==> config.mk <==
export PLATFORM = sky130hd
export DESIGN_NAME = fifo_rd_ctrl_flat
export DESIGN_NICKNAME = d
export VERILOG_FILES = /design/src/rtl/fifo_rd_ctrl_if.sv /design/src/rtl/fifo_rd_ctrl.sv /design/src/flat_wrapper.sv
export SDC_FILE = /design/constraint.sdc
export NUM_CORES = 1
export LEC_CHECK = 0
export ABC_AREA = 1
export CAP_MARGIN = 20
export CELL_PAD_IN_SITES_DETAIL_PLACEMENT = 0
export CELL_PAD_IN_SITES_GLOBAL_PLACEMENT = 1
export CORE_UTILIZATION = 25
export DETAILED_ROUTE_END_ITERATION = 8
export PLACE_DENSITY = 0.7
export SYNTH_ARGS = -nofsm -noshare
export SYNTH_HDL_FRONTEND = slang
export SYNTH_SLANG_ARGS = --single-unit
export TNS_END_PERCENT = 10
==> constraint.sdc <==
create_clock -name clk_i -period 3.54 [get_ports clk_i]
set_input_delay 0.708 -clock clk_i [delete_from_list [all_inputs] [get_ports clk_i]]
set_output_delay 0.708 -clock clk_i [all_outputs]
set_load 0.005 [all_outputs]
final_congestion.png
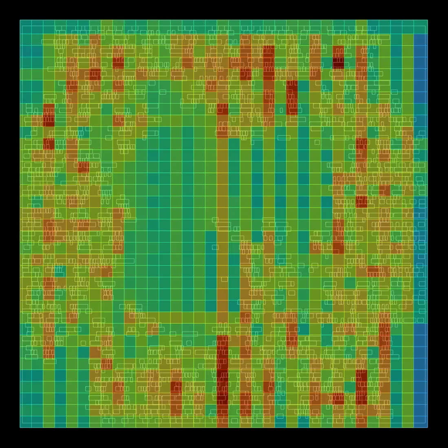
global route hottest layer: met2
routed length per placed instance: 14.94 um
Final Core Density: 34.54%

met1.png
(1.5 px per um)
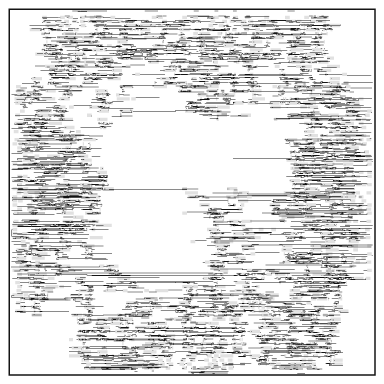
- main direction: horizontal
- longest straight run: 103 um
- nets with wire on the layer: 2304
- share of all routed wire: 47%
met1 track demand over resource: 20.47%
vias after detailed routing: 14320
wirelength, routed: 46800 um

met4.png
(1 px per um)
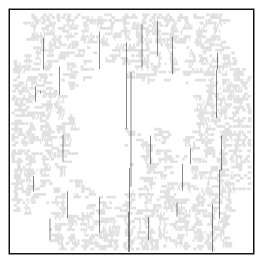
- main direction: vertical
- wire length on this layer: 980 um

==> Changelog: implementation <==
### Changed

- Buffers & Inverters on Critical Path: 7
- Power attributed to combinational cells: 0.000816 W
- Die x size: around 240 um
- Maximum level of the CTS H-tree: 2
- Most frequent CP cell: sky130_fd_sc_hd__nand2_2
- Layout Skew: 0.02473 ns
- Largest cell class: multi-input combinational cells
- Final Critical Period: 3.371 ns
- Top contributor to total power: the clock network
- Dominant cell area share: between 40% and 50%
- Slew @ Worst Pin: 1.024 ns
- Worst r2r path cells: 11
- RSZ-0062 raised after global routing: no
- Worst slew margin relative to its limit: around a third
- Top delay family on crit path: buffers and inverters
- Average instance area after synthesis: 6.856 um^2
- Ys Warns: 0
- Layout multi-input combinational cell count: 1465
- Floorplan Nets: around 2300
- Endpoint required time on the critical path: 2.83 ns
- Final TNS setup: 0 ns
- Placed wire-length estimate after detailed placement: 29810 um
- Number of setup violations in the final report: 0
- Count of inverters other than clock inverters in the layout: 172
- Number of port buffers: about 310
- Pre-CTS worst setup slack: -0.4081 ns
- Deepest clock path buffer count: 3
- Flop+latch power: 0.00362 W
- Met3 Use GR: under 10%
- Most common logic cell in the routed design: sky130_fd_sc_hd__nand2_1
- Number of standard cells in the final layout excluding fillers: about 3100
- Clock tree root driver cell: sky130_fd_sc_hd__clkbuf_16
- Post-Syn Instances: about 2100
- Synth Seq Share: 42.50%
- Clock Sink Count: approximately 310
- Top logic cells by instance count in the layout: sky130_fd_sc_hd__nand2_1, sky130_fd_sc_hd__clkdlybuf4s50_1, sky130_fd_sc_hd__dfxtp_1, sky130_fd_sc_hd__a21oi_1, sky130_fd_sc_hd__nor2_1
- Fill cell instance count of the final layout: 6055
- Met2 usage: between 20% and 30%
- Post-CTS Repair Setup Buffers: 1
- Setup slack of the critical path after layout: ~0.17 ns
- Chip area: 0.05899 mm^2
- Instance count after placement with tap cells included: 3065
- Hold Path Cell Cnt: 2
- Area share of buffers outside the clock network: 18.68%
- Minimum setup slack among reg-to-reg paths: 1.35 ns
- Clk slew on worst S/H paths: 0.05 ns
- # clk buffers: roughly 54
- IR drop worst, VDD: 0.0002654 V
- Global route overflow: 0
- Min-Delay Path Class: reg -> reg
- Master of the slowest instance on the critical path: sky130_fd_sc_hd__fa_2
- Clk network pwr share: 46.5%
- Core Region: 0.05682 mm^2
- Yosys stat chip area: 0.01451 mm^2
- Antenna violations before repair: 4
- Final GP Congestion: 0.8000
- Max Used Layer: met5
- Maximum number of pins on one net before global-route repair: 117
- Result of the run: complete, no violations
- Buffer count excluding the clock tree in the final layout: 366
- Combinational gate area: between 0.006 and 0.007 mm^2
- Stages on the worst setup path: 14
- #FFs+latches synth: 308
- Maximum fanout along the worst path: 3
- Drt via density: 4.573
- Critical path startpoint category: input pin
- Final hold slack: 0.4803 ns
- Flop Count: just over 300
- Clock tree from TritonCTS: yes
- Largest cells by area after synthesis: sky130_fd_sc_hd__dfxtp_1, sky130_fd_sc_hd__nand2_1, sky130_fd_sc_hd__a21oi_1
- Number of enable flip-flop cells: 0
Power is estimated from default activity; no workload was simulated.
